Figure 1. Metal layers overlaid (run 1).
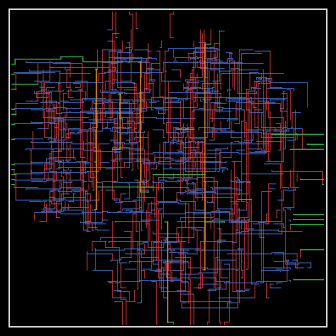
Figure 2. Gate-type map (run 1).
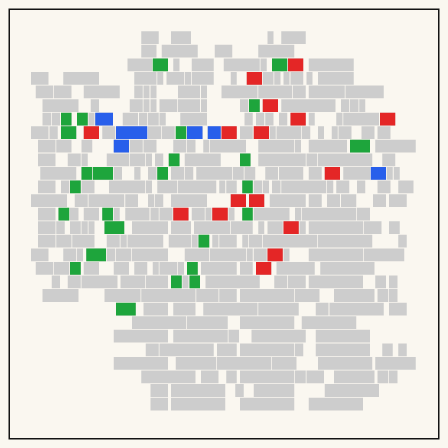
Figure 3. Track usage over the die (run 1).
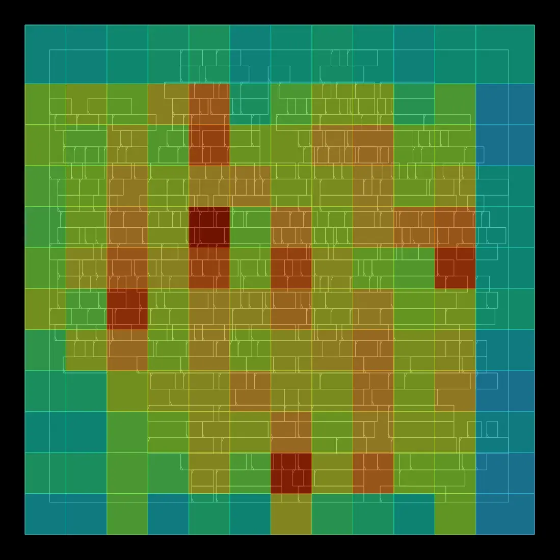
Figure 4. Placement density heat map (run 1).
The die is cut into 9 by 9 equal tiles; white is low, dark blue is high, 0 to 100% covered.
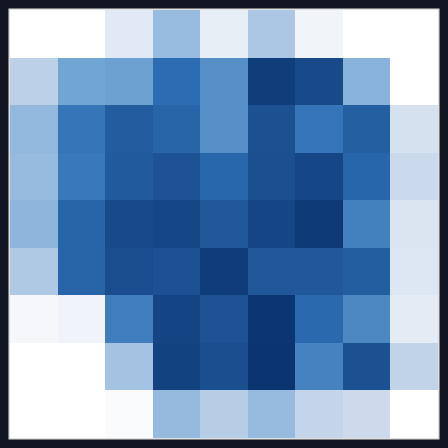
<file path="src/rtl/pixel_readback_tx_if.sv">
// rtl/pixel_readback_tx_if.sv - SRAM read port and MCU pixel stream bundle
// master = readback engine, slave = SRAM/MCU side.
interface pixel_readback_tx_if #(
  parameter int ADDR_W = 12,
  parameter int DATA_W = 8
);
  logic              rd_en;
  logic [ADDR_W-1:0] rd_addr;
  logic [DATA_W-1:0] rd_data;
  logic              tx_valid;
  logic              tx_ready;
  logic [DATA_W-1:0] tx_data;
  logic              tx_last;

  modport master (
    output rd_en,
    output rd_addr,
    input  rd_data,
    output tx_valid,
    output tx_data,
    output tx_last,
    input  tx_ready
  );

  modport slave (
    input  rd_en,
    input  rd_addr,
    output rd_data,
    input  tx_valid,
    input  tx_data,
    input  tx_last,
    output tx_ready
  );
endinterface

</file>
<file path="src/rtl/pixel_readback_tx.sv">
// rtl/pixel_readback_tx.sv - raster readback of pixel SRAM through a credit-limited FIFO to the MCU
// Define READBACK_CHECKSUM_EN to add a 16-bit running sum of transmitted pixels.
module pixel_readback_tx #(
  parameter int IMAGEX           = 64,
  parameter int IMAGEY           = 64,
  parameter int IMAGE_SIZE       = IMAGEX * IMAGEY,
  parameter int IMAGE_ADDR_WIDTH = $clog2(IMAGE_SIZE),
  parameter int RGB_SIZE         = 8,
  parameter int FIFO_DEPTH       = 4
) (
  input  logic                clk,
  input  logic                rst_n,
  input  logic                start,
  pixel_readback_tx_if.master bus,
  output logic                busy,
  output logic                done
`ifdef READBACK_CHECKSUM_EN
  ,
  output logic [15:0]         checksum
`endif
);

  localparam int PTR_W = $clog2(FIFO_DEPTH);
  localparam int CNT_W = PTR_W + 1;
  localparam logic [IMAGE_ADDR_WIDTH-1:0] LAST_IDX = IMAGE_ADDR_WIDTH'(IMAGE_SIZE - 1);
  localparam logic [CNT_W:0] CREDIT_LIMIT = (CNT_W + 1)'(FIFO_DEPTH);

  typedef enum logic [1:0] {
    S_IDLE,
    S_FETCH,
    S_DRAIN,
    S_DONE
  } state_t;

  state_t                      state_q, state_d;
  logic [IMAGE_ADDR_WIDTH-1:0] rd_cnt_q, rd_cnt_d;
  logic [IMAGE_ADDR_WIDTH-1:0] send_cnt_q, send_cnt_d;
  logic                        inflight_q, inflight_d;
  logic [PTR_W-1:0]            wr_ptr_q, wr_ptr_d;
  logic [PTR_W-1:0]            rd_ptr_q, rd_ptr_d;
  logic [CNT_W-1:0]            count_q, count_d;
  logic [RGB_SIZE-1:0]         fifo_mem_q [FIFO_DEPTH];
  logic [RGB_SIZE-1:0]         fifo_mem_d [FIFO_DEPTH];

  logic rd_en;
  logic push;
  logic pop;
  logic tx_valid;
  logic credit_ok;

  // A read may only be issued if the FIFO can still hold it together with the one already in flight.
  always_comb begin
    credit_ok = (({1'b0, count_q} + (CNT_W + 1)'(inflight_q) + (CNT_W + 1)'(1)) <= CREDIT_LIMIT);
  end

  always_comb begin
    state_d    = state_q;
    rd_cnt_d   = rd_cnt_q;
    send_cnt_d = send_cnt_q;
    rd_en      = 1'b0;
    done       = 1'b0;
    tx_valid   = (count_q != '0);
    pop        = tx_valid & bus.tx_ready;
    push       = inflight_q;

    if (pop) begin
      send_cnt_d = send_cnt_q + 1'b1;
    end

    case (state_q)
      S_IDLE: begin
        if (start) begin
          state_d    = S_FETCH;
          rd_cnt_d   = '0;
          send_cnt_d = '0;
        end
      end
      S_FETCH: begin
        rd_en = credit_ok;
        if (rd_en) begin
          rd_cnt_d = rd_cnt_q + 1'b1;
          if (rd_cnt_q == LAST_IDX) begin
            state_d = S_DRAIN;
          end
        end
      end
      S_DRAIN: begin
        if (pop && (send_cnt_q == LAST_IDX)) begin
          state_d = S_DONE;
        end
      end
      S_DONE: begin
        done    = 1'b1;
        state_d = S_IDLE;
      end
      default: begin
        state_d = S_IDLE;
      end
    endcase
  end

  // SRAM data lands one cycle after rd_en; the in-flight flag marks that cycle as a push.
  always_comb begin
    inflight_d = rd_en;
    wr_ptr_d   = push ? wr_ptr_q + 1'b1 : wr_ptr_q;
    rd_ptr_d   = pop ? rd_ptr_q + 1'b1 : rd_ptr_q;
    fifo_mem_d = fifo_mem_q;
    if (push) begin
      fifo_mem_d[wr_ptr_q] = bus.rd_data;
    end
    case ({push, pop})
      2'b10:   count_d = count_q + 1'b1;
      2'b01:   count_d = count_q - 1'b1;
      default: count_d = count_q;
    endcase
  end

  always_ff @(posedge clk) begin
    if (!rst_n) begin
      state_q    <= S_IDLE;
      rd_cnt_q   <= '0;
      send_cnt_q <= '0;
      inflight_q <= 1'b0;
      wr_ptr_q   <= '0;
      rd_ptr_q   <= '0;
      count_q    <= '0;
    end else begin
      state_q    <= state_d;
      rd_cnt_q   <= rd_cnt_d;
      send_cnt_q <= send_cnt_d;
      inflight_q <= inflight_d;
      wr_ptr_q   <= wr_ptr_d;
      rd_ptr_q   <= rd_ptr_d;
      count_q    <= count_d;
    end
  end

  // Storage needs no reset: the occupancy count alone decides what is visible.
  always_ff @(posedge clk) begin
    fifo_mem_q <= fifo_mem_d;
  end

  assign bus.rd_en    = rd_en;
  assign bus.rd_addr  = rd_cnt_q;
  assign bus.tx_valid = tx_valid;
  assign bus.tx_data  = tx_valid ? fifo_mem_q[rd_ptr_q] : '0;
  assign bus.tx_last  = tx_valid & (send_cnt_q == LAST_IDX);
  assign busy         = (state_q != S_IDLE);

`ifdef READBACK_CHECKSUM_EN
  logic [15:0] checksum_q, checksum_d;

  always_comb begin
    checksum_d = checksum_q;
    if ((state_q == S_IDLE) && start) begin
      checksum_d = '0;
    end else if (pop) begin
      checksum_d = checksum_q + 16'(bus.tx_data);
    end
  end

  always_ff @(posedge clk) begin
    if (!rst_n) begin
      checksum_q <= '0;
    end else begin
      checksum_q <= checksum_d;
    end
  end

  assign checksum = checksum_q;
`endif

endmodule

</file>
<file path="src/flat_wrapper.sv">
// flat-port wrapper written by rule: the top's interface ports become plain ports
module pixel_readback_tx_flat 
#(
  parameter int IMAGEX           = 64,
  parameter int IMAGEY           = 64,
  parameter int IMAGE_SIZE       = IMAGEX * IMAGEY,
  parameter int IMAGE_ADDR_WIDTH = $clog2(IMAGE_SIZE),
  parameter int RGB_SIZE         = 8,
  parameter int FIFO_DEPTH       = 4
)
  (clk, rst_n, start, busy, done, bus_rd_en, bus_rd_addr, bus_rd_data, bus_tx_valid, bus_tx_data, bus_tx_last, bus_tx_ready);
  pixel_readback_tx_if #(.ADDR_W(($clog2((IMAGEX * IMAGEY)))), .DATA_W((8))) bus_i ();
  input  logic clk;
  input  logic rst_n;
  input  logic start;
  output logic busy;
  output logic done;
  output wire logic [$bits(bus_i.rd_en)-1:0] bus_rd_en;
  output wire logic [$bits(bus_i.rd_addr)-1:0] bus_rd_addr;
  input wire logic [$bits(bus_i.rd_data)-1:0] bus_rd_data;
  output wire logic [$bits(bus_i.tx_valid)-1:0] bus_tx_valid;
  output wire logic [$bits(bus_i.tx_data)-1:0] bus_tx_data;
  output wire logic [$bits(bus_i.tx_last)-1:0] bus_tx_last;
  input wire logic [$bits(bus_i.tx_ready)-1:0] bus_tx_ready;
  assign bus_rd_en = bus_i.rd_en;
  assign bus_rd_addr = bus_i.rd_addr;
  assign bus_i.rd_data = bus_rd_data;
  assign bus_tx_valid = bus_i.tx_valid;
  assign bus_tx_data = bus_i.tx_data;
  assign bus_tx_last = bus_i.tx_last;
  assign bus_i.tx_ready = bus_tx_ready;
  pixel_readback_tx #(.IMAGEX(IMAGEX), .IMAGEY(IMAGEY), .IMAGE_SIZE(IMAGE_SIZE), .IMAGE_ADDR_WIDTH(IMAGE_ADDR_WIDTH), .RGB_SIZE(RGB_SIZE), .FIFO_DEPTH(FIFO_DEPTH)) u_core (.clk(clk), .rst_n(rst_n), .start(start), .bus(bus_i), .busy(busy), .done(done));
endmodule
</file>
<file path="config.mk">
export PLATFORM = sky130hd
export DESIGN_NAME = pixel_readback_tx_flat
export DESIGN_NICKNAME = d
export VERILOG_FILES = /design/src/rtl/pixel_readback_tx_if.sv /design/src/rtl/pixel_readback_tx.sv /design/src/flat_wrapper.sv
export SDC_FILE = /design/constraint.sdc
export NUM_CORES = 1
export LEC_CHECK = 0
export CAP_MARGIN = 20
export CORE_MARGIN = 4
export CORE_UTILIZATION = 50
export DETAILED_ROUTE_END_ITERATION = 16
export PLACE_DENSITY = 0.84
export SYNTH_ARGS = -nofsm -noshare
export SYNTH_HDL_FRONTEND = slang
export SYNTH_SLANG_ARGS = --single-unit
</file>
<file path="constraint.sdc">
create_clock -name clk -period 2.3 [get_ports clk]
set_clock_uncertainty 0.2 [all_clocks]
set_input_delay 0.345 -clock clk [delete_from_list [all_inputs] [get_ports clk]]
set_output_delay 0.345 -clock clk [all_outputs]
set_load 0.03 [all_outputs]
</file>
==> notes.org, run 1 <==
* Implementation run

** Finish
- Fraction of area in non-clock buffers :: 0.141
- Final layout net count :: 363
- Final standard cell area without fillers :: 4010 um2
- Comb gate area :: 1420 um2
- The layout summary lists the proportion of cells stronger than drive strength 1 as 0.293.
- Reg area :: 1650 um2
- Flop count :: 66
- Combinational gates :: 175
- Per the cell usage report, the commonest logic cells after layout are sky130_fd_sc_hd__edfxtp_1, sky130_fd_sc_hd__buf_4, sky130_fd_sc_hd__dfxtp_1.
- # clk buffers :: 9

** Power
- Clock net power :: 0.00109 W
- Combinational power :: 0.00147 W
- Cell Int Power :: 0.00262 W
- Of the total power, registers draw 0.354.
- Overall power consumption :: 0.00396 W
- Per the OpenROAD power report, leakage power amounts to 1.45 nW.
- Maximum vdd ir drop :: 0.495 mV
- Sw frac :: 0.340
- Summed over all sequential cells, the power is 0.00141 W.
- The share of total power dissipated in combinational logic is 0.370.
- The script extracted a net switching power of 0.00135 W.

** Synthesis
- Number of flops mapped to enable cells by yosys :: 32
- The synthesized netlist handed to floorplanning was reported with a cell count of 263.
- The net count after synthesis is 290.
- The share of the Yosys chip area taken by registers is 0.543.
- The commonest register cell is sky130_fd_sc_hd__dfxtp_1.
- sky130_fd_sc_hd__edfxtp_1 takes more of the synthesized area than any other cell.
- Average instance area after synthesis :: 11.5 um2
- Top area cells in the synthesized netlist :: sky130_fd_sc_hd__edfxtp_1, sky130_fd_sc_hd__dfxtp_1, sky130_fd_sc_hd__mux4_2, sky130_fd_sc_hd__ha_1, sky130_fd_sc_hd__xor2_1
- Dominant cell by count in the synthesized netlist :: sky130_fd_sc_hd__dfxtp_1
- Synthesized registers :: 66
- Per the synth stats, the proportion of register bits with asynchronous set or reset is 0.

** Drt
- Per the detail_route log, the uppermost layer with routed signals is met4.
- The script logs the ratio of routed vias to standard cells as 5.33.
- According to the report, the first pass of detailed routing completed in 4 iterations.
- In this run, the number of DRC markers left after iteration 0 of detailed routing was 114.
- Remaining design rule violation count :: 0
- Met3 WL post-DR :: 180 um
- DRT antenna net count :: 0

** Critical path
- Setup slack on the worst reg-to-reg path comes out at -0.16 ns.
- Critical path's largest stage delay :: 0.33 ns
- Crit path buf inv count :: 4
- The worst setup path is launched from a register.
- Data arrives at the worst endpoint at 1.92 ns.
- Worst reg2reg startpoint :: u_core.count_q[0]$_SDFFE_PN0P_
- Cell-by-cell trace of the critical path :: inv_2 -> ha_4 -> inv_4 -> ha_4 -> nor2b_4 -> o21bai_4 -> buf_4 -> nand2_4 -> and2_4 -> buf_6
- R2r endpoint :: u_core.bus.rd_addr[9]$_SDFFE_PN0P_
- Cell family with most CP delay :: adder cells
- The OpenROAD report gives the critical path a required time of 1.75 ns.
- STA classifies the critical path endpoint as an output port.
- Depth of the worst register-to-register path :: 11

** Timing
- In the finished design, the share of the clock period the worst path needs comes to 1.07.
- The worst-case max-slew headroom was logged as 0.700.
- Per the finish-stage timing summary, setup violations number 13.
- The pin closest to its max-slew limit shows a slew of 0.450 ns.
- Fin worst setup slack :: -0.165 ns
- Max Transition Viols Final :: 0
- Final-layout worst hold slack :: 0.303 ns

** Floorplanning
- Ports :: 37
- The chip occupies 7360 um2.
- For reference, the placement row count at floorplan is 28.
- # Taps :: 75
- The vertical die dimension reported for this design is 85.8 um.

** Run status
- The flow ran to the end, but the final reports show violations.
- The checks that failed: negative setup slack.

** Clocking
- TritonCTS built the clock tree.
- Clock-pin slew reported for the worst setup and hold paths after clock tree synthesis :: 0.08 ns
- Clock buffer count from CTS :: 9
- Post-CTS repair changed the size of 49 cells.
- According to the CTS report, the clock sink count is 66.

** Placed design
- Standard cell area after detailed placement :: 3660 um2
- Gp weighted congestion :: 0.808
- Detailed-placement wirelength estimate :: 4.29 mm
- Port Buffer Count :: 36

** GRT
- met2 track demand over resource after global routing is 0.292.
- The first global-routing pass estimated 10.3 mm of wire.
- Global route total overflow :: 0
- The initial antenna violation count came to 0.
- The number of global-route vias before repair was 2,252.

** Min path
- The number of cells on the worst hold path is listed as 2.
- STA reports the tightest min-delay check as being of type register to register.

** Run
- Summing over the stages, the warning tally comes to 35.
- Count of maximum capacitance violations :: 0
Notes on Figure 1 above:
legend:
  red:
    layer: met2
    wire_length: 3,050 um
  green:
    layer: met3
    wire_length: 180 um
  blue:
    layer: met1
    wire_length: 2,830 um
  orange:
    layer: met4
    wire_length: 177 um
post-detailed-routing wire length: 6.23 mm
DR vias: 2,217
global-route total usage across every layer: 0.181
average routed wire per standard cell: 15.0 um

Notes on Figure 2 above:
legend:
  blue:
    family: AND-OR and OR-AND gates
    cells: 6
    most_used: a211o_1
  green:
    family: AND and OR gates
    cells: 26
    most_used: and3_1
  red:
    family: XOR/XNOR gates
    cells: 16
    most_used: xor2_1
combinational share of cell area: 0.354
most common cell after layout, fill and taps aside: sky130_fd_sc_hd__edfxtp_1
final non-filler cell total: 416

Notes on Figure 3 above:
met3 global-route usage: 0.0307
Post-Route Utilization: 0.682
met1 GRT Util: 0.232

Notes on Figure 4 above:
densest ninth of the die: centre
tiles over 75% full: 42%
emptiest ninth of the die: south-west
nearly empty tiles: 12%
fullest tile: 98%
mean over tiles: 53%
Core Footprint: 5890 um2
Floorplan Utilization: 0.514

## run 1: kinds of logic (layout without fill, tap and decap cells)
family,Yosys count,in the layout,synth area share
simple gates,92,92,0.161
flops,66,66,0.543
compound gates,41,41,0.0873
buf+inv,22,100,0.0289
xor+xnor,16,16,0.0463
fa+ha+maj,15,15,0.0645
mux,11,11,0.0695
## run 1: how the worst max path moves through the flow
| stage | cells past startpoint | startpoint | slack, ns | endpoint |
|---|---|---|---|---|
| after floorplan | 9 | u_core.count_q[0]$_SDFFE_PN0P_ | 0.002 | u_core.bus.rd_addr[10]$_SDFFE_PN0P_ |
| after global placement | 8 | bus_tx_ready | -0.08 | u_core.count_q[2]$_SDFFE_PN0P_ |
| after detailed placement | 8 | bus_tx_ready | -0.18 | u_core.count_q[2]$_SDFFE_PN0P_ |
| after CTS | 10 | u_core.inflight_q$_SDFF_PN0_ | -0.18 | bus_rd_en |
| after global routing | 10 | u_core.inflight_q$_SDFF_PN0_ | -0.25 | bus_rd_en |
| final | 10 | u_core.count_q[0]$_SDFFE_PN0P_ | -0.17 | bus_rd_en |
## run 1: metrics by stage
stage / TNS (ns) / setup slack, ns
final: -1.48 / -0.165
after global routing: -2.67 / -0.251
after CTS: -1.34 / -0.184
after detailed placement: -0.701 / -0.181
after global placement: -0.103 / -0.0763
after floorplan: 0 / 0.00218
## run 1: sequential cells by signal, summed over array words and instances (netlist names)
signal / flops
u_core.wr_ptr_q: 2
u_core.send_cnt_q: 12
u_core.count_q: 3
u_core.bus.rd_addr: 12
u_core.rd_ptr_q: 2
u_core.inflight_q: 1
u_core.fifo_mem_q: 32
u_core.state_q: 2
==> run 1 -> run 2 <==
SETUP_SLACK_MARGIN = 0.05   (was default)
==> run 2 against run 1 <==
The run still ends with negative setup slack left. Highest routed layer unchanged. Cell area is 0.12% higher. Fmax is 1.1% higher. Utilization is 0.085 points higher. Critical path depth stayed put. Total power is 2.3% lower. Hold slack better by 0.0040 ns. Die size stayed put. First-iteration DRC count is 13% higher. Via count is 3.2% higher. Clock power is about 10% lower. Sequential cell count stayed put.
==> notes.org, run 2 <==
* Implementation run

** Timing
- The worst hold margin is 0.307 ns (was 0.303 ns).
- Slew at the pin closest to its max-slew limit :: 0.436 ns (was 0.450 ns)
- The worst setup slack after layout was -0.139 ns (was -0.165 ns).
- Max Transition Viols Final :: 0 (unchanged)
- The worst relative slew slack was 0.710 (was 0.700).
- Final number of setup-violating endpoints :: 8 (was 13)
- Setup TNS :: -0.499 ns (was -1.48 ns)
- Final cycle utilization of the critical path :: 1.06 (was 1.07)

** Placed design
- The count of input and output buffers is 36 (unchanged).
- The worst setup slack after placement came to -0.145 ns (was -0.181 ns).
- Gp weighted congestion :: 0.802 (was 0.808)

** Drt
- The number of remaining DRC errors is 0 (unchanged).
- The average vias per placed instance came to 5.48 (was 5.33).
- DRT Pass-1 Iters :: 6 (was 4)
- DRT antenna net count :: 0 (unchanged)

** Run status
- Failing checks :: negative setup slack (unchanged)
- Status :: finished with violations (unchanged)

** Synthesis
- Average instance area after synthesis :: 11.5 um2 (unchanged)
- Synthesized registers :: 66 (unchanged)
- Number of nets at floorplan :: 290 (unchanged)
- Number of flops mapped to enable cells by yosys :: 32 (unchanged)
- The sequential fraction of the synthesis area is 0.543 (unchanged).
- The commonest register cell after synthesis is sky130_fd_sc_hd__dfxtp_1 (unchanged).
- Top area cells in the synthesized netlist :: sky130_fd_sc_hd__edfxtp_1, sky130_fd_sc_hd__dfxtp_1, sky130_fd_sc_hd__mux4_2, sky130_fd_sc_hd__ha_1, sky130_fd_sc_hd__xor2_1 (unchanged)
- Dominant cell by count in the synthesized netlist :: sky130_fd_sc_hd__dfxtp_1 (unchanged)
- The post-synthesis cell count came to 263 (unchanged).
- The top cell type by total area after synthesis is sky130_fd_sc_hd__edfxtp_1 (unchanged).

** Critical path
- The arrival time of data at the critical path endpoint was 1.89 ns (was 1.92 ns).
- The critical path endpoint is bus_rd_en (unchanged).
- The required time of the worst setup path was 1.75 ns (about the same).
- Kind of launch point of the worst setup path :: register (unchanged)
- Worst reg2reg startpoint :: u_core.inflight_q$_SDFF_PN0_ (was u_core.count_q[0]$_SDFFE_PN0P_)
- The depth of the worst register-to-register path came to 10 (was 11).
- The endpoint of the lowest-slack register-to-register path is u_core.state_q[0]$_SDFFE_PN0P_ (was u_core.bus.rd_addr[9]$_SDFFE_PN0P_).
- The endpoint kind of the worst setup timing path is an output port (unchanged).
- The startpoint of the most critical setup path is u_core.count_q[0]$_SDFFE_PN0P_ (unchanged).
- Setup slack on the worst flop-to-flop path :: -0.13 ns (was -0.16 ns)

** Clocking
- The register clock-pin slew on the reported worst setup and hold paths came to 0.07 ns (was 0.08 ns).
- The clock sink total came to 66 (unchanged).
- CTS tree :: built (unchanged)
- Cts hold-fix bufs :: 0 (unchanged)

** Min path
- The type of the tightest min-delay check was register to register (unchanged).
- The depth of the worst hold-timing path is 2 (unchanged).

** Power
- Leakage power figure :: 1.46 nW (was 1.45 nW)
- Overall power consumption :: 0.00387 W (was 0.00396 W)
- Maximum vdd ir drop :: 0.477 mV (was 0.495 mV)

** GRT
- The total global routing track utilization is 0.184 (was 0.181).
- Via count of the first global-routing pass :: 2,318 (was 2,252)
- Global route total overflow :: 0 (unchanged)
- The first-pass GRT wire length came to 10.5 mm (was 10.3 mm).
- The initial antenna violation count is 0 (unchanged).
- Met3 global-route usage :: 0.0403 (was 0.0307)
- The met1 layer usage reported by global route is 0.227 (was 0.232).

** Finish
- The proportion of layout cells with a drive suffix above 1 is 0.306 (was 0.293).
- Post-Route Utilization :: 0.683 (was 0.682)
- Commonest cells after routing, fill and taps aside :: sky130_fd_sc_hd__dfxtp_1, sky130_fd_sc_hd__edfxtp_1, sky130_fd_sc_hd__buf_4 (was sky130_fd_sc_hd__edfxtp_1, sky130_fd_sc_hd__buf_4, sky130_fd_sc_hd__dfxtp_1)
- The final cell area excluding filler cells was 4020 um2 (was 4010 um2).
- The non-filler instance count after layout came to 418 (was 416).
- The number of nets at the end of the flow is 365 (was 363).
- Largest register by flop count :: u_core.fifo_mem_q (unchanged)
- The number of flip-flops under the largest register name is 32 (unchanged).

** Floorplanning
- The area enclosed by the die boundary was 7360 um2 (unchanged).
- The row count came to 28 (unchanged).
- Chip height :: 85.8 um (unchanged)
- Ports :: 37 (unchanged)

** Run
- The number of OpenROAD warnings came to 35 (unchanged).
run 2: worst max-delay path, cell delays in order, from the launching register on:
cell and delay (ns):
sky130_fd_sc_hd__dfxtp_2 0.33, sky130_fd_sc_hd__inv_2 0.08, sky130_fd_sc_hd__ha_4 0.14, sky130_fd_sc_hd__inv_2 0.04, sky130_fd_sc_hd__ha_4 0.26, sky130_fd_sc_hd__nor2b_4 0.04, sky130_fd_sc_hd__o21bai_2 0.18, sky130_fd_sc_hd__buf_4 0.15
sky130_fd_sc_hd__nand2_2 0.06, sky130_fd_sc_hd__and2_4 0.15, sky130_fd_sc_hd__buf_6 0.13
run 2: layer usage:
metal	vias up	part of all wire
li1	1105	-
met1	1104	0.43
met2	65	0.50
met3	15	0.044
met4	0	0.022
met5	-	0
run 2: power breakdown:
group	switching, W	internal [W]	leakage [nW]
Clock	0.000430	0.000526	0.0953
Sequential	0.0000812	0.00133	0.565
Combinational	0.000825	0.000680	0.796
run 2: repair_timing:
item,in CTS,in global routing
cloned,1,0
gates resized,50,27
endpoints found under the setup margin,19,23
setup buffers,7,6
hold endpoints to repair,0,0
pin swaps,6,16
run 2: cells by family after synthesis:
kind of cell | Yosys count | share of synthesized area
compound gates | 41 | 0.0873
xor+xnor | 16 | 0.0463
fa+ha+maj | 15 | 0.0645
buf+inv | 22 | 0.0289
flops | 66 | 0.543
mux | 11 | 0.0695
simple gates | 92 | 0.161
run 2: cell type report:
class	instances	area [um2]
multi-input combinational	176	1440
sequential	66	1650
clock inverter	5	55.1
fill	426	1870
clock buffer	11	141
timing repair buffer	69	577
inverter	16	62.6
tap	75	93.8
Figure 5. Metal layers overlaid (run 2).
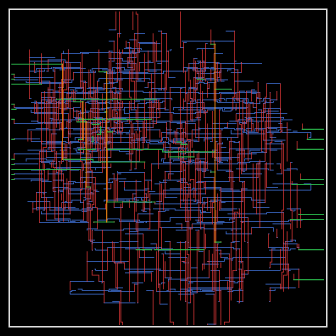
legend:
  red:
    layer: met2
    wire_length: 3,310 um
  blue:
    layer: met1
    wire_length: 2,850 um
  orange:
    layer: met4
    wire_length: 148 um
  green:
    layer: met3
    wire_length: 287 um
post-detailed-routing wire length: 6.59 mm
average routed wire per standard cell: 15.8 um
DR vias: 2,289

Figure 6. M2 wires (run 2).
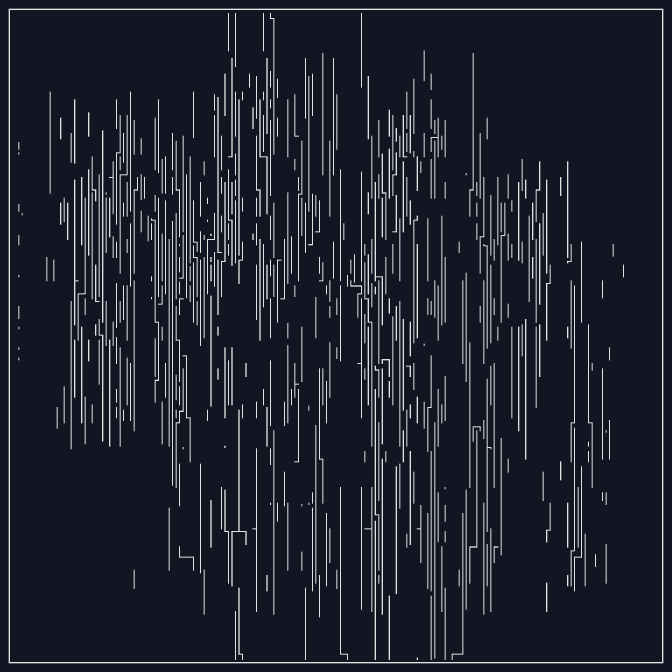
share of all routed wire: 50%
nets with wire on the layer: 314
wire length on this layer: 3,310 um
longest straight run: 34.7 um
main direction: vertical
GR Util met2: 0.310

==> run 2 -> run 3 <==
CORE_UTILIZATION = 52   (was 50)
CTS_BUF_LIST = sky130_fd_sc_hd__clkbuf_2   (was default)
CTS_CLUSTER_DIAMETER = 120   (was default)
PLACE_DENSITY = 0.86   (was 0.84)
Figure 7. Metal layers overlaid (run 3).
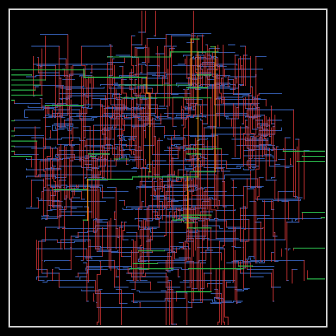
legend:
  blue:
    layer: met1
    wire_length: 2,960 um
  red:
    layer: met2
    wire_length: 3,790 um
  orange:
    layer: met4
    wire_length: 129 um
  green:
    layer: met3
    wire_length: 377 um
average routed wire per standard cell: 17.2 um
global-route total usage across every layer: 0.205
post-detailed-routing wire length: 7.26 mm
DR vias: 2,392

Figure 8. Gate-type map (run 3).
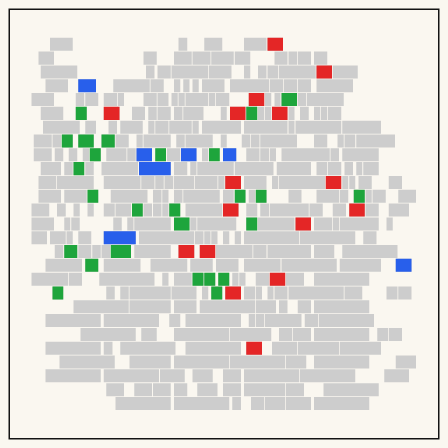
combinational share of cell area: 0.358
final non-filler cell total: 422
most common cell after layout, fill and taps aside: sky130_fd_sc_hd__buf_4

==> run 3 against run 2 <==
The run still ends with negative setup slack left. Synthesized cell count unchanged. Wire length up 10%. Worst setup slack worse by 0.26 ns. Via count up 4.5%. Combinational power up 19%. First-iteration DRC count up 58%. Fmax down 9.5%. Register-to-register slack worse by 0.18 ns. Clock-buffer cell count down 1. Hold slack worse by 0.060 ns. Total power up 0.39%. Non-clock buffer count up 7. Critical path type unchanged. Critical endpoint unchanged. Largest cell class unchanged.
==> notes.org, run 3 <==
* Implementation run

** GRT
- GR Util met2 :: 0.348 (was 0.310)
- The first-pass GRT wire length was 11.4 mm (was 10.5 mm).
- The number of global-route vias before repair is 2,425 (was 2,318).
- Number of antenna violations at the first check in global routing :: 0 (unchanged)
- Met1 GRT Util :: 0.250 (was 0.227)

** Critical path
- Critical Path End Type :: output port (unchanged)
- The type of origin of the critical path was a register (unchanged).
- The depth of the worst register-to-register path is 11 (was 10).

** Power
- Leakage power figure :: 1.61 nW (was 1.46 nW)
- The overall power is 0.00389 W (was 0.00387 W).
- The portion of total power attributed to combinational logic is 0.463 (was 0.389).
- The combinational cell power came to 0.00180 W (was 0.00151 W).
- Sw frac :: 0.368 (was 0.345)
- Maximum vdd ir drop :: 0.490 mV (was 0.477 mV)
- Clock net power :: 0.000669 W (was 0.000956 W)
- NetSw :: 0.00143 W (was 0.00134 W)

** Floorplanning
- The number of top-level pins was 37 (unchanged).
- The area enclosed by the die boundary is 7100 um2 (was 7360 um2).
- The starting utilization of the core area is 0.543 (was 0.514).
- The floorplan core area was 5570 um2 (was 5890 um2).
- Std cell rows :: 27 (was 28)
- The die height came to 84.3 um (was 85.8 um).

** Placed design
- Standard cell area after detailed placement :: 3650 um2 (was 3640 um2)
- The final weighted congestion in routability-driven placement came to 0.814 (was 0.802).
- The count of input and output buffers was 36 (unchanged).
- The worst setup slack after placement was -0.213 ns (was -0.145 ns).
- Detailed-placement wirelength estimate :: 4.39 mm (was 4.23 mm)

** Synthesis
- The cell with the most instances after synthesis was sky130_fd_sc_hd__dfxtp_1 (unchanged).
- The sequential fraction of the synthesis area is 0.543 (unchanged).
- The share of flip-flops with an asynchronous set or reset came to 0 (unchanged).
- The commonest register cell after synthesis was sky130_fd_sc_hd__dfxtp_1 (unchanged).
- Number of flops mapped to enable cells by yosys :: 32 (unchanged)
- The share of synthesized area spent on multiplexers came to 0.0695 (unchanged).
- The number of register bits inferred by synthesis came to 66 (unchanged).
- The top cell type by total area after synthesis is sky130_fd_sc_hd__edfxtp_1 (unchanged).
- Average instance area after synthesis :: 11.5 um2 (unchanged)
- Area share of xor/xnor cells in the synthesized design :: 0.0463 (unchanged)
- The post-synthesis net count came to 290 (unchanged).
- The synthesized-area fraction occupied by and/or/nand/nor cells was 0.161 (unchanged).
- The main combinational cell family by area after synthesis is simple AND/OR/NAND/NOR gates (unchanged).
- The area fraction in full adders, half adders and majority gates was 0.0645 (unchanged).
- Area fraction in compound gates :: 0.0873 (unchanged)

** Run
- The number of maximum-capacitance constraint violations came to 0 (unchanged).
- Tool warnings :: 35 (unchanged)

** Clocking
- Cts hold-fix bufs :: 0 (unchanged)
- The clock tree from TritonCTS is built (unchanged).
- The post-CTS setup-driven buffer insertion count came to 15 (was 7).
- The register clock-pin slew on the reported worst setup and hold paths was 0.20 ns (was 0.07 ns).
- The clock buffer count from CTS was 9 (unchanged).
- The clock sink total came to 66 (unchanged).
- Number of gates given a new drive strength after cts :: 79 (was 50)

** Drt
- The count of TritonRoute iterations in the first routing pass is 4 (was 6).
- Met3 WL post-DR :: 377 um (was 287 um)
- Number of DRC markers in iteration 0 :: 204 (was 129)
- Remaining design rule violation count :: 0 (unchanged)
- The routed metal-1 wirelength was 2.96 mm (was 2.85 mm).

** Min path
- Hold WC Path Type :: input port to register (was register to register)
- Hold path cells :: 1 (was 2)

** Finish
- The proportion of layout cells with a drive suffix above 1 came to 0.323 (was 0.306).
- Commonest cells after routing, fill and taps aside :: sky130_fd_sc_hd__buf_4, sky130_fd_sc_hd__edfxtp_1, sky130_fd_sc_hd__dfxtp_1 (was sky130_fd_sc_hd__dfxtp_1, sky130_fd_sc_hd__edfxtp_1, sky130_fd_sc_hd__buf_4)
- The utilization of the core after routing is 0.731 (was 0.683).

** Timing
- Normalized max-slew margin :: 0.691 (was 0.710)
- The worst setup slack after layout is -0.394 ns (was -0.139 ns).
- Final-layout worst hold slack :: 0.247 ns (was 0.307 ns)
- The setup TNS after final layout is -3.80 ns (was -0.499 ns).
- Slew at the pin closest to its max-slew limit :: 0.463 ns (was 0.436 ns)
- The final tally of setup violations came to 22 (was 8).

** Run status
- Failing checks: negative setup slack (unchanged).
- Status: finished with violations (unchanged).
==> run 3: final timing paths <==
kind                                                     start                               to  slack [ns]
worst max-delay path              u_core.inflight_q$_SDFF_PN0_                        bus_rd_en       -0.39
worst min-delay path                            bus_rd_data[3]  u_core.fifo_mem_q[19]$_DFFE_PP_        0.25
worst max register to register    u_core.inflight_q$_SDFF_PN0_   u_core.state_q[0]$_SDFFE_PN0P_       -0.31
worst min register to register  u_core.state_q[1]$_SDFFE_PN0P_   u_core.state_q[1]$_SDFFE_PN0P_        0.31
==> run 3: cell type report <==
cell class | instances | area [um2]
flip-flops and latches | 66 | 1660
fillers | 363 | 1500
multi-input cells | 176 | 1460
repair buffers | 76 | 693
well taps | 72 | 90.1
inverters | 16 | 65.1
clock inverters | 6 | 57.6
clock buffers | 10 | 50.0
==> run 3: worst max-delay path, stage by stage (launching register included) <==
cell	delay, ns
sky130_fd_sc_hd__dfxtp_4	0.40
sky130_fd_sc_hd__inv_4	0.07
sky130_fd_sc_hd__ha_4	0.14
sky130_fd_sc_hd__inv_4	0.03
sky130_fd_sc_hd__ha_4	0.21
sky130_fd_sc_hd__nor2b_4	0.17
sky130_fd_sc_hd__o221ai_4	0.14
sky130_fd_sc_hd__buf_6	0.14
sky130_fd_sc_hd__nand2_4	0.05
sky130_fd_sc_hd__and2_4	0.15
sky130_fd_sc_hd__buf_6	0.12
==> run 3: logic make-up (layout without fill, tap and decap cells) <==
| logic type | count (synthesis) | count (layout) |
|---|---|---|
| adders and majority gates | 15 | 15 |
| and+or+nand+nor | 92 | 92 |
| xor gates and xnor gates | 16 | 16 |
| buffers and inverters | 22 | 108 |
| DFF | 66 | 66 |
| muxes | 11 | 11 |
| AOI/OAI and AO/OA | 41 | 42 |
Power is estimated from default activity; no workload was simulated.
